[config.mk]
export PLATFORM = sky130hd
export DESIGN_NAME = png_stored_encoder_flat
export DESIGN_NICKNAME = d
export VERILOG_FILES = /design/src/rtl/png_stored_encoder_if.sv /design/src/rtl/png_stored_encoder.sv /design/src/flat_wrapper.sv
export SDC_FILE = /design/constraint.sdc
export NUM_CORES = 1
export LEC_CHECK = 0
export CAP_MARGIN = 20
export CORE_ASPECT_RATIO = 1.75
export CORE_UTILIZATION = 44
export CTS_CLUSTER_DIAMETER = 100
export DETAILED_ROUTE_END_ITERATION = 10
export SETUP_SLACK_MARGIN = 0.2
export SYNTH_ARGS = -nofsm -noshare
export SYNTH_HDL_FRONTEND = slang
export SYNTH_SLANG_ARGS = --single-unit
[constraint.sdc]
create_clock -name clk -period 16.8 [get_ports clk]
set_input_delay 4.2 -clock clk [delete_from_list [all_inputs] [get_ports clk]]
set_output_delay 4.2 -clock clk [all_outputs]
set_load 0.05 [all_outputs]
[src/rtl/png_stored_encoder_if.sv]
// Pixel-in / PNG-byte-out bundle for png_stored_encoder.
// Latency: not applicable (wires only).
// Backpressure: ivalid/iready on pixels, ovalid/oready on bytes.
interface png_stored_encoder_if;
    logic        istart;
    logic [13:0] iwidth;
    logic [15:0] iheight;
    logic        busy;
    logic        ivalid;
    logic        iready;
    logic [7:0]  ipixelr;
    logic [7:0]  ipixelg;
    logic [7:0]  ipixelb;
    logic [7:0]  ipixela;
    logic        ovalid;
    logic        oready;
    logic [7:0]  obyte;
    logic        olast;

    // Pixel/control source side
    modport master (
        output istart, iwidth, iheight, ivalid, ipixelr, ipixelg, ipixelb, ipixela, oready,
        input  busy, iready, ovalid, obyte, olast
    );

    // Encoder side
    modport slave (
        input  istart, iwidth, iheight, ivalid, ipixelr, ipixelg, ipixelb, ipixela, oready,
        output busy, iready, ovalid, obyte, olast
    );
endinterface

[src/rtl/png_stored_encoder.sv]
// RGBA8888 pixel stream in, complete PNG (stored-deflate IDAT) byte stream out.
// Latency: first byte valid one cycle after istart is accepted; 1 byte/cycle sustained.
// Backpressure: output register advances only on ~ovalid|oready; missing pixels drop ovalid.
module png_stored_encoder (
    input  logic                 clk,
    input  logic                 rst,
    png_stored_encoder_if.slave  bus
);

    localparam logic [3:0] S_IDLE     = 4'd0;
    localparam logic [3:0] S_SIG      = 4'd1;
    localparam logic [3:0] S_IHDR     = 4'd2;
    localparam logic [3:0] S_IDAT_HDR = 4'd3;
    localparam logic [3:0] S_BLK_HDR  = 4'd4;
    localparam logic [3:0] S_FILT     = 4'd5;
    localparam logic [3:0] S_PIX      = 4'd6;
    localparam logic [3:0] S_ADLER    = 4'd7;
    localparam logic [3:0] S_IDAT_CRC = 4'd8;
    localparam logic [3:0] S_IEND     = 4'd9;
    localparam logic [3:0] S_DONE     = 4'd10;

    localparam logic [16:0] ADLER_MOD = 17'd65521;

    logic [3:0]  state;
    logic [4:0]  idx;          // byte index inside the current header-like state
    logic [13:0] width;
    logic [15:0] height;
    logic [31:0] idat_len;
    logic [15:0] row_cnt;      // current row, 0..height-1, never incremented past the last row
    logic [15:0] row_bytes;    // pixel bytes emitted so far in the current row
    logic        pix_full;     // G/B/A of the current pixel still waiting to go out
    logic [7:0]  hold_g;
    logic [7:0]  hold_b;
    logic [7:0]  hold_a;
    logic [31:0] crc;
    logic [15:0] s1;
    logic [15:0] s2;
    logic        ovalid_q;
    logic        olast_q;
    logic        busy_q;
    logic [7:0]  obyte_q;

    logic [15:0] row_len;
    logic [15:0] blk_len;
    logic [15:0] blk_nlen;
    logic        last_row;
    logic        last_pix_byte;
    logic [31:0] crc_out;
    logic        ld;
    logic        start_ok;
    logic [31:0] start_len;

    logic [7:0]  nb;
    logic        avail;
    logic        last_b;
    logic        crc_en;
    logic        crc_init;
    logic        adl_en;
    logic        take_pix;

    logic [16:0] a1_sum;
    logic [16:0] a2_sum;
    logic [15:0] s1_nxt;
    logic [15:0] s2_nxt;

    assign row_len       = {width, 2'b00};
    assign blk_len       = row_len + 16'd1;
    assign blk_nlen      = ~blk_len;
    assign last_row      = (row_cnt == height - 16'd1);
    assign last_pix_byte = (row_bytes == row_len - 16'd1);
    assign crc_out       = ~crc;
    assign ld            = ~ovalid_q | bus.oready;
    assign start_ok      = bus.istart && (bus.iwidth != 14'd0) && (bus.iheight != 16'd0);
    // zlib header (2) + Adler (4) + per row: block header (5) + filter (1) + pixels
    assign start_len     = 32'd6 + 32'(bus.iheight) * (32'd6 + {16'd0, bus.iwidth, 2'b00});

    assign bus.busy   = busy_q;
    assign bus.ovalid = ovalid_q;
    assign bus.olast  = olast_q;
    assign bus.obyte  = obyte_q;
    // A new pixel is taken only when its R byte can go straight into the output register
    assign bus.iready = (state == S_PIX) && !pix_full && ld;

    // One reflected CRC-32 byte step, eight bit iterations unrolled
    function automatic logic [31:0] crc_step(input logic [31:0] c_in, input logic [7:0] b);
        logic [31:0] c;
        c = c_in ^ {24'd0, b};
        for (int i = 0; i < 8; i++) begin
            c = c[0] ? ((c >> 1) ^ 32'hEDB88320) : (c >> 1);
        end
        return c;
    endfunction

    // Adler-32 running sums for the candidate byte; each mod is a single subtract
    always_comb begin
        a1_sum = {1'b0, s1} + {9'd0, nb};
        s1_nxt = (a1_sum >= ADLER_MOD) ? 16'(a1_sum - ADLER_MOD) : a1_sum[15:0];
        a2_sum = {1'b0, s2} + {1'b0, s1_nxt};
        s2_nxt = (a2_sum >= ADLER_MOD) ? 16'(a2_sum - ADLER_MOD) : a2_sum[15:0];
    end

    // Select the next byte of the stream and which checksums it feeds
    always_comb begin
        nb       = 8'h00;
        avail    = 1'b0;
        last_b   = 1'b0;
        crc_en   = 1'b0;
        crc_init = 1'b0;
        adl_en   = 1'b0;
        take_pix = 1'b0;
        case (state)
            S_SIG: begin
                avail = 1'b1;
                case (idx)
                    5'd0:    nb = 8'h89;
                    5'd1:    nb = 8'h50;
                    5'd2:    nb = 8'h4E;
                    5'd3:    nb = 8'h47;
                    5'd4:    nb = 8'h0D;
                    5'd5:    nb = 8'h0A;
                    5'd6:    nb = 8'h1A;
                    default: nb = 8'h0A;
                endcase
            end
            S_IHDR: begin
                avail    = 1'b1;
                crc_en   = (idx >= 5'd4) && (idx <= 5'd20);
                crc_init = (idx == 5'd4);
                case (idx)
                    5'd3:    nb = 8'h0D;
                    5'd4:    nb = 8'h49;
                    5'd5:    nb = 8'h48;
                    5'd6:    nb = 8'h44;
                    5'd7:    nb = 8'h52;
                    5'd10:   nb = {2'b00, width[13:8]};
                    5'd11:   nb = width[7:0];
                    5'd14:   nb = height[15:8];
                    5'd15:   nb = height[7:0];
                    5'd16:   nb = 8'h08;
                    5'd17:   nb = 8'h06;
                    5'd21:   nb = crc_out[31:24];
                    5'd22:   nb = crc_out[23:16];
                    5'd23:   nb = crc_out[15:8];
                    5'd24:   nb = crc_out[7:0];
                    default: nb = 8'h00;
                endcase
            end
            S_IDAT_HDR: begin
                avail    = 1'b1;
                crc_en   = (idx >= 5'd4);
                crc_init = (idx == 5'd4);
                case (idx)
                    5'd0:    nb = idat_len[31:24];
                    5'd1:    nb = idat_len[23:16];
                    5'd2:    nb = idat_len[15:8];
                    5'd3:    nb = idat_len[7:0];
                    5'd4:    nb = 8'h49;
                    5'd5:    nb = 8'h44;
                    5'd6:    nb = 8'h41;
                    5'd7:    nb = 8'h54;
                    5'd8:    nb = 8'h78;
                    default: nb = 8'h01;
                endcase
            end
            S_BLK_HDR: begin
                avail  = 1'b1;
                crc_en = 1'b1;
                case (idx)
                    5'd0:    nb = {7'd0, last_row};
                    5'd1:    nb = blk_len[7:0];
                    5'd2:    nb = blk_len[15:8];
                    5'd3:    nb = blk_nlen[7:0];
                    default: nb = blk_nlen[15:8];
                endcase
            end
            S_FILT: begin
                avail  = 1'b1;
                crc_en = 1'b1;
                adl_en = 1'b1;
                nb     = 8'h00;
            end
            S_PIX: begin
                crc_en = 1'b1;
                adl_en = 1'b1;
                if (pix_full) begin
                    avail = 1'b1;
                    case (row_bytes[1:0])
                        2'd1:    nb = hold_g;
                        2'd2:    nb = hold_b;
                        default: nb = hold_a;
                    endcase
                end else begin
                    avail    = bus.ivalid;
                    take_pix = bus.ivalid;
                    nb       = bus.ipixelr;
                end
            end
            S_ADLER: begin
                avail  = 1'b1;
                crc_en = 1'b1;
                case (idx)
                    5'd0:    nb = s2[15:8];
                    5'd1:    nb = s2[7:0];
                    5'd2:    nb = s1[15:8];
                    default: nb = s1[7:0];
                endcase
            end
            S_IDAT_CRC: begin
                avail = 1'b1;
                case (idx)
                    5'd0:    nb = crc_out[31:24];
                    5'd1:    nb = crc_out[23:16];
                    5'd2:    nb = crc_out[15:8];
                    default: nb = crc_out[7:0];
                endcase
            end
            S_IEND: begin
                avail  = 1'b1;
                last_b = (idx == 5'd11);
                case (idx)
                    5'd4:    nb = 8'h49;
                    5'd5:    nb = 8'h45;
                    5'd6:    nb = 8'h4E;
                    5'd7:    nb = 8'h44;
                    5'd8:    nb = 8'hAE;
                    5'd9:    nb = 8'h42;
                    5'd10:   nb = 8'h60;
                    5'd11:   nb = 8'h82;
                    default: nb = 8'h00;
                endcase
            end
            default: ;
        endcase
    end

    // Sequencer: output register, state/index advance, checksum and pixel-hold updates
    always_ff @(posedge clk or posedge rst) begin
        if (rst) begin
            state     <= S_IDLE;
            idx       <= 5'd0;
            width     <= 14'd0;
            height    <= 16'd0;
            idat_len  <= 32'd0;
            row_cnt   <= 16'd0;
            row_bytes <= 16'd0;
            pix_full  <= 1'b0;
            hold_g    <= 8'd0;
            hold_b    <= 8'd0;
            hold_a    <= 8'd0;
            crc       <= 32'd0;
            s1        <= 16'd0;
            s2        <= 16'd0;
            ovalid_q  <= 1'b0;
            olast_q   <= 1'b0;
            busy_q    <= 1'b0;
            obyte_q   <= 8'd0;
        end else begin
            case (state)
                S_IDLE: begin
                    if (start_ok) begin
                        width     <= bus.iwidth;
                        height    <= bus.iheight;
                        idat_len  <= start_len;
                        row_cnt   <= 16'd0;
                        row_bytes <= 16'd0;
                        pix_full  <= 1'b0;
                        crc       <= 32'hFFFFFFFF;
                        s1        <= 16'd1;
                        s2        <= 16'd0;
                        busy_q    <= 1'b1;
                        // Signature byte 0 goes out immediately
                        obyte_q   <= 8'h89;
                        ovalid_q  <= 1'b1;
                        olast_q   <= 1'b0;
                        idx       <= 5'd1;
                        state     <= S_SIG;
                    end
                end
                S_DONE: begin
                    if (bus.oready) begin
                        ovalid_q <= 1'b0;
                        olast_q  <= 1'b0;
                        busy_q   <= 1'b0;
                        state    <= S_IDLE;
                    end
                end
                default: begin
                    if (ld) begin
                        if (!avail) begin
                            ovalid_q <= 1'b0;
                        end else begin
                            obyte_q  <= nb;
                            ovalid_q <= 1'b1;
                            olast_q  <= last_b;
                            if (crc_en) begin
                                crc <= crc_step(crc_init ? 32'hFFFFFFFF : crc, nb);
                            end
                            if (adl_en) begin
                                s1 <= s1_nxt;
                                s2 <= s2_nxt;
                            end
                            idx <= idx + 5'd1;
                            case (state)
                                S_SIG:      if (idx == 5'd7)  begin idx <= 5'd0; state <= S_IHDR;     end
                                S_IHDR:     if (idx == 5'd24) begin idx <= 5'd0; state <= S_IDAT_HDR; end
                                S_IDAT_HDR: if (idx == 5'd9)  begin idx <= 5'd0; state <= S_BLK_HDR;  end
                                S_BLK_HDR:  if (idx == 5'd4)  begin idx <= 5'd0; state <= S_FILT;     end
                                S_FILT: begin
                                    row_bytes <= 16'd0;
                                    state     <= S_PIX;
                                end
                                S_PIX: begin
                                    if (take_pix) begin
                                        pix_full <= 1'b1;
                                        hold_g   <= bus.ipixelg;
                                        hold_b   <= bus.ipixelb;
                                        hold_a   <= bus.ipixela;
                                    end
                                    if (row_bytes[1:0] == 2'd3) begin
                                        pix_full <= 1'b0;
                                    end
                                    if (last_pix_byte) begin
                                        idx <= 5'd0;
                                        if (last_row) begin
                                            state <= S_ADLER;
                                        end else begin
                                            row_cnt <= row_cnt + 16'd1;
                                            state   <= S_BLK_HDR;
                                        end
                                    end else begin
                                        row_bytes <= row_bytes + 16'd1;
                                    end
                                end
                                S_ADLER:    if (idx == 5'd3)  begin idx <= 5'd0; state <= S_IDAT_CRC; end
                                S_IDAT_CRC: if (idx == 5'd3)  begin idx <= 5'd0; state <= S_IEND;     end
                                S_IEND:     if (idx == 5'd11) begin idx <= 5'd0; state <= S_DONE;     end
                                default: ;
                            endcase
                        end
                    end
                end
            endcase
        end
    end

endmodule

[src/flat_wrapper.sv]
// flat-port wrapper written by rule: the top's interface ports become plain ports
module png_stored_encoder_flat 
  (clk, rst, bus_istart, bus_iwidth, bus_iheight, bus_ivalid, bus_ipixelr, bus_ipixelg, bus_ipixelb, bus_ipixela, bus_oready, bus_busy, bus_iready, bus_ovalid, bus_obyte, bus_olast);
  png_stored_encoder_if bus_i ();
  input  logic clk;
  input  logic rst;
  input wire logic [$bits(bus_i.istart)-1:0] bus_istart;
  input wire logic [$bits(bus_i.iwidth)-1:0] bus_iwidth;
  input wire logic [$bits(bus_i.iheight)-1:0] bus_iheight;
  input wire logic [$bits(bus_i.ivalid)-1:0] bus_ivalid;
  input wire logic [$bits(bus_i.ipixelr)-1:0] bus_ipixelr;
  input wire logic [$bits(bus_i.ipixelg)-1:0] bus_ipixelg;
  input wire logic [$bits(bus_i.ipixelb)-1:0] bus_ipixelb;
  input wire logic [$bits(bus_i.ipixela)-1:0] bus_ipixela;
  input wire logic [$bits(bus_i.oready)-1:0] bus_oready;
  output wire logic [$bits(bus_i.busy)-1:0] bus_busy;
  output wire logic [$bits(bus_i.iready)-1:0] bus_iready;
  output wire logic [$bits(bus_i.ovalid)-1:0] bus_ovalid;
  output wire logic [$bits(bus_i.obyte)-1:0] bus_obyte;
  output wire logic [$bits(bus_i.olast)-1:0] bus_olast;
  assign bus_i.istart = bus_istart;
  assign bus_i.iwidth = bus_iwidth;
  assign bus_i.iheight = bus_iheight;
  assign bus_i.ivalid = bus_ivalid;
  assign bus_i.ipixelr = bus_ipixelr;
  assign bus_i.ipixelg = bus_ipixelg;
  assign bus_i.ipixelb = bus_ipixelb;
  assign bus_i.ipixela = bus_ipixela;
  assign bus_i.oready = bus_oready;
  assign bus_busy = bus_i.busy;
  assign bus_iready = bus_i.iready;
  assign bus_ovalid = bus_i.ovalid;
  assign bus_obyte = bus_i.obyte;
  assign bus_olast = bus_i.olast;
  png_stored_encoder u_core (.clk(clk), .rst(rst), .bus(bus_i));
endmodule
==> deck_impl_summary.md, run 1 <==
Key Metrics from the Run

GRT
  – Top Usage Layer GRT: met2
  – M3 GR Usage: under 10%

Route
  – WL/cell: 23.7 um
  – DRC Markers: 0
  – Vias/cell: 5.93
  – Max layer used: met4
  – Initial DRC Count: between 1,000 and 1,500

Yosys
  – Xor+xnor area frac: about 8%
  – Count of library flops with an enable pin: 0
  – Multiplexer share: 2.07%
  – Adder Area Share: approximately a quarter
  – Yosys chip area: between 0.02 and 0.025 sq mm
  – Area leader share: 21.9%
  – Commonest cells post-synth: nand2_1, inv_1, dfrtp_1

Clocking
  – Resize count post-CTS: 0
  – # hold bufs at CTS: 0
  – Clk buf depth: 3

Place
  – Setup Slack @ Placement: 3.30 ns
  – GPL Wtd Cong: 1.01
  – Placed inst area: approximately 0.025 sq mm
  – Port bufs: 78

STA
  – RSZ-0062 raised after global routing: false
  – # setup viols final: 0
  – Final hold viol count: 0
  – Setup TNS: 0 ns

Final layout
  – NonClk Buf Share: 4.52%
  – Biggest Area Class: combinational gates
  – Reg area: about 0.005 sq mm
  – Clock network area share: just over 3%
  – Nets: about 3,200
  – Fin cells: roughly 3,500
  – #MultiIn Comb: roughly 2,100

Worst setup path
  – FF-to-FF End: u_core.s2[5]$_DFFE_PP0P_
  – Crit. Startpoint: bus_ipixelr[1]
  – Critical path depth: 31

Die
  – Die footprint: 0.0534 sq mm
  – IO Count: around 79

Outcome
  – Status: complete, no violations
-- run 1: per-stage QoR --
stage                     util, %  hold WS (ns)
after global routing         49.1         0.510
after floorplan                 -         0.444
after global placement       47.5         0.466
after detailed placement     47.5         0.472
after CTS                    49.0         0.485
final                        49.1         0.486
-- run 1: cell usage in the layout, fill, tap and decap left out, types with 52 or more instances in the layout --
cell type | synthesis | final
o21ai_0 | 155 | 155
nor2_1 | 193 | 192
nand2_1 | 412 | 412
and2_1 | 83 | 83
dfrtp_1 | 202 | 202
a21oi_1 | 122 | 122
nor3_1 | 54 | 52
xor2_1 | 72 | 71
inv_1 | 276 | 275
clkdlybuf4s50_1 | 0 | 78
fa_1 | 196 | 196
nand3_1 | 54 | 54
ha_1 | 146 | 146
xnor2_1 | 132 | 131
-- run 1: state kept, by name (all words and copies together), names as in the netlist, 4 cells and up --
| register | flops |
|---|---|
| u_core.s2 | 16 |
| u_core.s1 | 16 |
| u_core.row_cnt | 16 |
| u_core.hold_a | 8 |
| u_core.idat_len | 31 |
| u_core.hold_b | 8 |
| u_core.hold_g | 8 |
| u_core.crc | 32 |
| u_core.width | 14 |
| u_core.state | 4 |
| u_core.height | 16 |
| u_core.idx | 5 |
| u_core.row_bytes | 16 |
| u_core.bus.obyte | 8 |
run_1/wire_density.png
Bar = 50 um. The die is cut into 18 by 30 equal tiles; dark blue is low, red is high, scaled to the fullest tile. Values are wire area over tile area, all layers added.
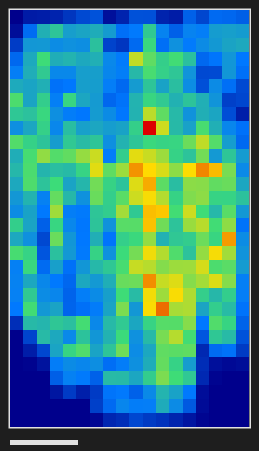
fullest tile	0.70
emptiest ninth of the die	south-west
tiles over half the peak	24%
nearly empty tiles	7.0%
mean over tiles	0.26

run_1/met3.png
Bar = 50 um.
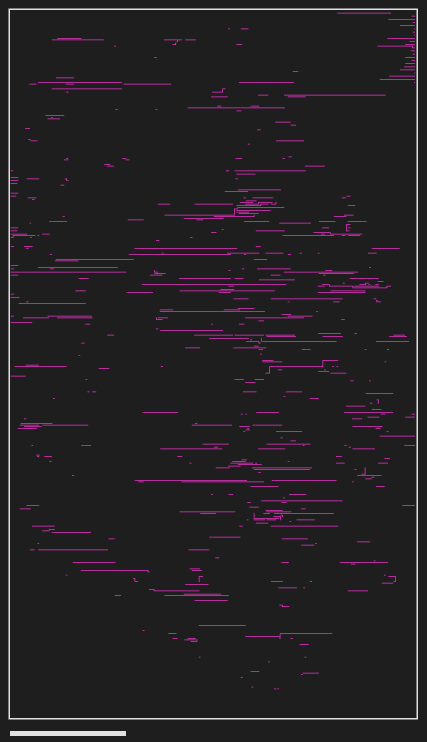
share of all routed wire	4.1%
nets with wire on the layer	260
longest straight run	62.1 um
main direction	horizontal

run_1/final_clocks.png
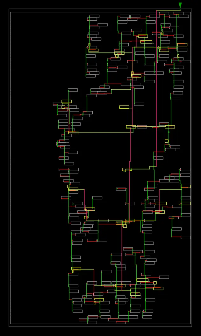
worst skew pair latency: 0.54 ns
num sequential: 202
CTS Sinks: 202

run_1/cell_classes.png
Fill, decap, tap and diode cells in gray.
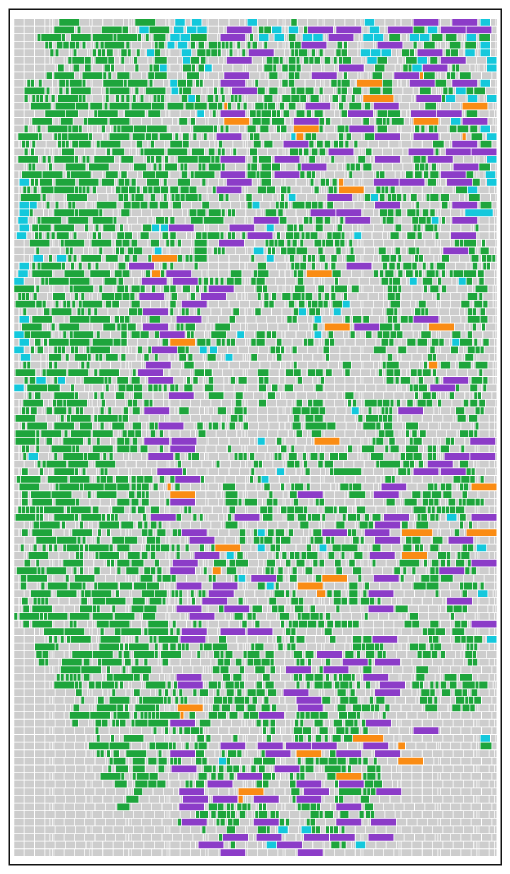

## Run 2: what changed since run 1
- clock period: 16.8 -> 13.3 ns (I/O delays scaled with it)
run_2/cell_classes.png
Fill, decap, tap and diode cells in gray.
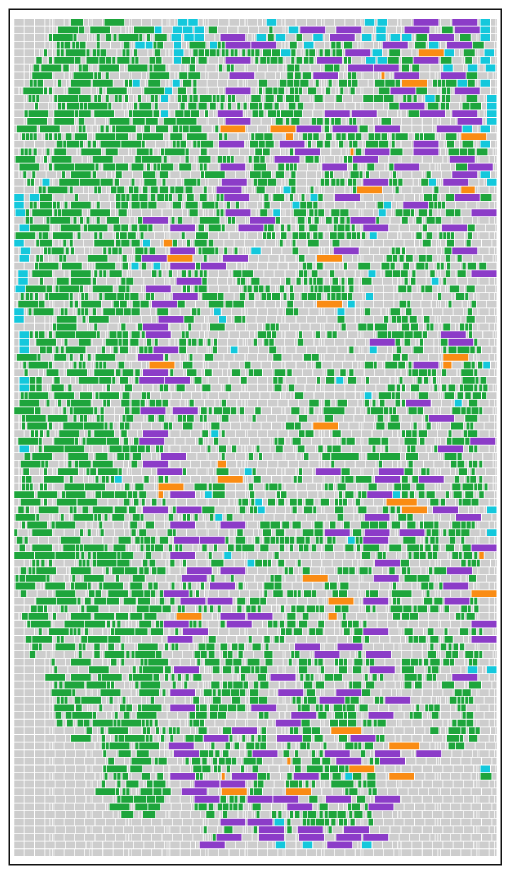
color	class	cells
orange	clock drivers and dummy loads	38
green	all other logic	2,425
cyan	other buffers and delay cells	125
purple	flops	202
Finished Cell Area: 0.0253 sq mm
Core Util, Final: 49.0%
flop share of the area: 20.0%

==> run 2 against run 1 <==
Net effect: design area decreased by 0.18%; die size unchanged; sequential share of layout area about the same; register-to-register slack got worse by 3.1 ns; via count increased by 0.12%; core utilization decreased by 0.087 points; clock skew decreased by 0.0040 ns; hold slack got worse by 0.0058 ns; synthesized area unchanged; critical endpoint unchanged; largest cell class unchanged; highest routed layer unchanged.
==> deck_impl_summary.md, run 2 <==
Key Metrics from the Run

Clocking
  – # hold bufs at CTS: 0 (unchanged)
  – Worst skew pair latency: 0.54 ns (about the same)
  – Resize count post-CTS: 0 (unchanged)
  – CTS tree: built
  – Clk buf depth: 3 (unchanged)
  – CTS Sinks: 202 (unchanged)
  – CTS H-tree lvls: 1

Worst setup path
  – Crit Path Category: primary input to flip-flop
  – Worst endpoint required time: about 14 ns
  – CP Launch Type: primary input
  – Crit-path max FO: 12

Yosys
  – Flops & latches, synth: between 200 and 250
  – Cell area after synthesis: 0.0231 sq mm
  – Avg Synthesized Cell Area: a little over 8 sq um
  – Count of library flops with an enable pin: 0 (unchanged)
  – Commonest cells post-synth: nand2_1, inv_1, dfrtp_1
  – Area leader share: 21.9% (unchanged)
  – Yosys chip area: 0.0231 sq mm (unchanged)
  – Post-synthesis cell count: 2,778

Die
  – Initial Util: between 40% and 50%
  – Die footprint: 0.0534 sq mm (unchanged)
  – IO Count: 79 (unchanged)
  – Die width: 175 um

STA
  – WHS: 0.481 ns (-0.00582 ns)
  – Setup TNS: 0 ns (unchanged)
  – Least-Margin Pin Slew: roughly 1.1 ns
  – # setup viols final: 0 (unchanged)
  – RSZ-0062 raised after global routing: false
  – Final hold viol count: 0 (unchanged)

Place
  – Port bufs: 78 (unchanged)
  – Placed inst area: 0.0245 sq mm (about the same)
  – GPL Wtd Cong: 1.00 (-0.28%)
  – Setup Slack @ Placement: 0.775 ns (-2.53 ns)

GRT
  – Overflow after GRT: 0
  – Initial antenna violation count: 0

Worst hold path
  – Hold Path Class: flip-flop to flip-flop

Route
  – DRC Markers: 0 (unchanged)
  – Vias/cell: 5.94 (+0.15%)
  – Initial DRC Count: 1,559 (+17%)

Final layout
  – Regs by FF count: u_core.crc x32, u_core.idat_len x31
  – Largest Register: u_core.crc
  – Largest register FFs: 32 (unchanged)
  – Commonest non-fill, non-tap cell in the layout: nand2_1
  – Fin cells: 3,462 (-0.029%)
  – Nets: 3,185 (+0.031%)
  – Most frequent cells in the layout: nand2_1, inv_1, dfrtp_1

Outcome
  – Status: complete, no violations
run_2/wire_density.png
Bar = 50 um. The die is cut into 18 by 30 equal tiles; dark blue is low, red is high, scaled to the fullest tile. Values are wire area over tile area, all layers added.
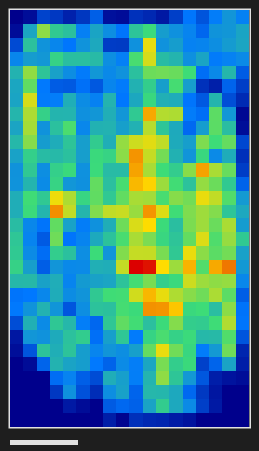
DR vias: 20,500
WL/cell: 23.8 um
gr usage total: 31.1%

## run 2: cell counts after synthesis
No cell type changed its count.
## run 2: cells by family after synthesis
family	after synthesis	share of synthesized area, %
simple gates	1002	20.5
compound gates	552	15.6
buf+inv	428	7.01
fa+ha+maj	342	24.9
xor+xnor	208	8.05
flops	202	21.9
mux	44	2.07
## run 2: final timing paths
kind                                            startpoint                              end  slack [ns]  cells past startpoint
min in group asynchronous                              rst         u_core.s2[3]$_DFFE_PP0P_        3.26                      2
max reg2reg                      u_core.idx[0]$_DFFE_PP0P_         u_core.s2[5]$_DFFE_PP0P_        1.84                     38
max                                         bus_ipixelr[0]         u_core.s2[5]$_DFFE_PP0P_        1.23                     35
min reg2reg                u_core.idat_len[18]$_DFFE_PP0P_  u_core.idat_len[18]$_DFFE_PP0P_        0.48                      2
min                        u_core.idat_len[18]$_DFFE_PP0P_  u_core.idat_len[18]$_DFFE_PP0P_        0.48                      2
max in group asynchronous                              rst      u_core.width[5]$_DFFE_PP0P_        8.67                      3
## run 2: layout make-up
class / count / area (sq um)
clock buffers: 28 / 604
flip-flops and latches: 202 / 5050
fillers: 5075 / 26300
clock inverters: 10 / 143
well taps: 672 / 841
inverters: 277 / 1050
multi-input cells: 2148 / 16500
repair buffers: 125 / 1130
## run 2: routing by layer
metal / wire length, um / global-route usage (%) / vias to the layer above
met5: 0 / 0 / -
met4: 6590 / 22.0 / 0
met3: 3380 / 3.17 / 280
met2: 44300 / 58.8 / 699
met1: 28000 / 31.4 / 10200
li1: - / - / 9329
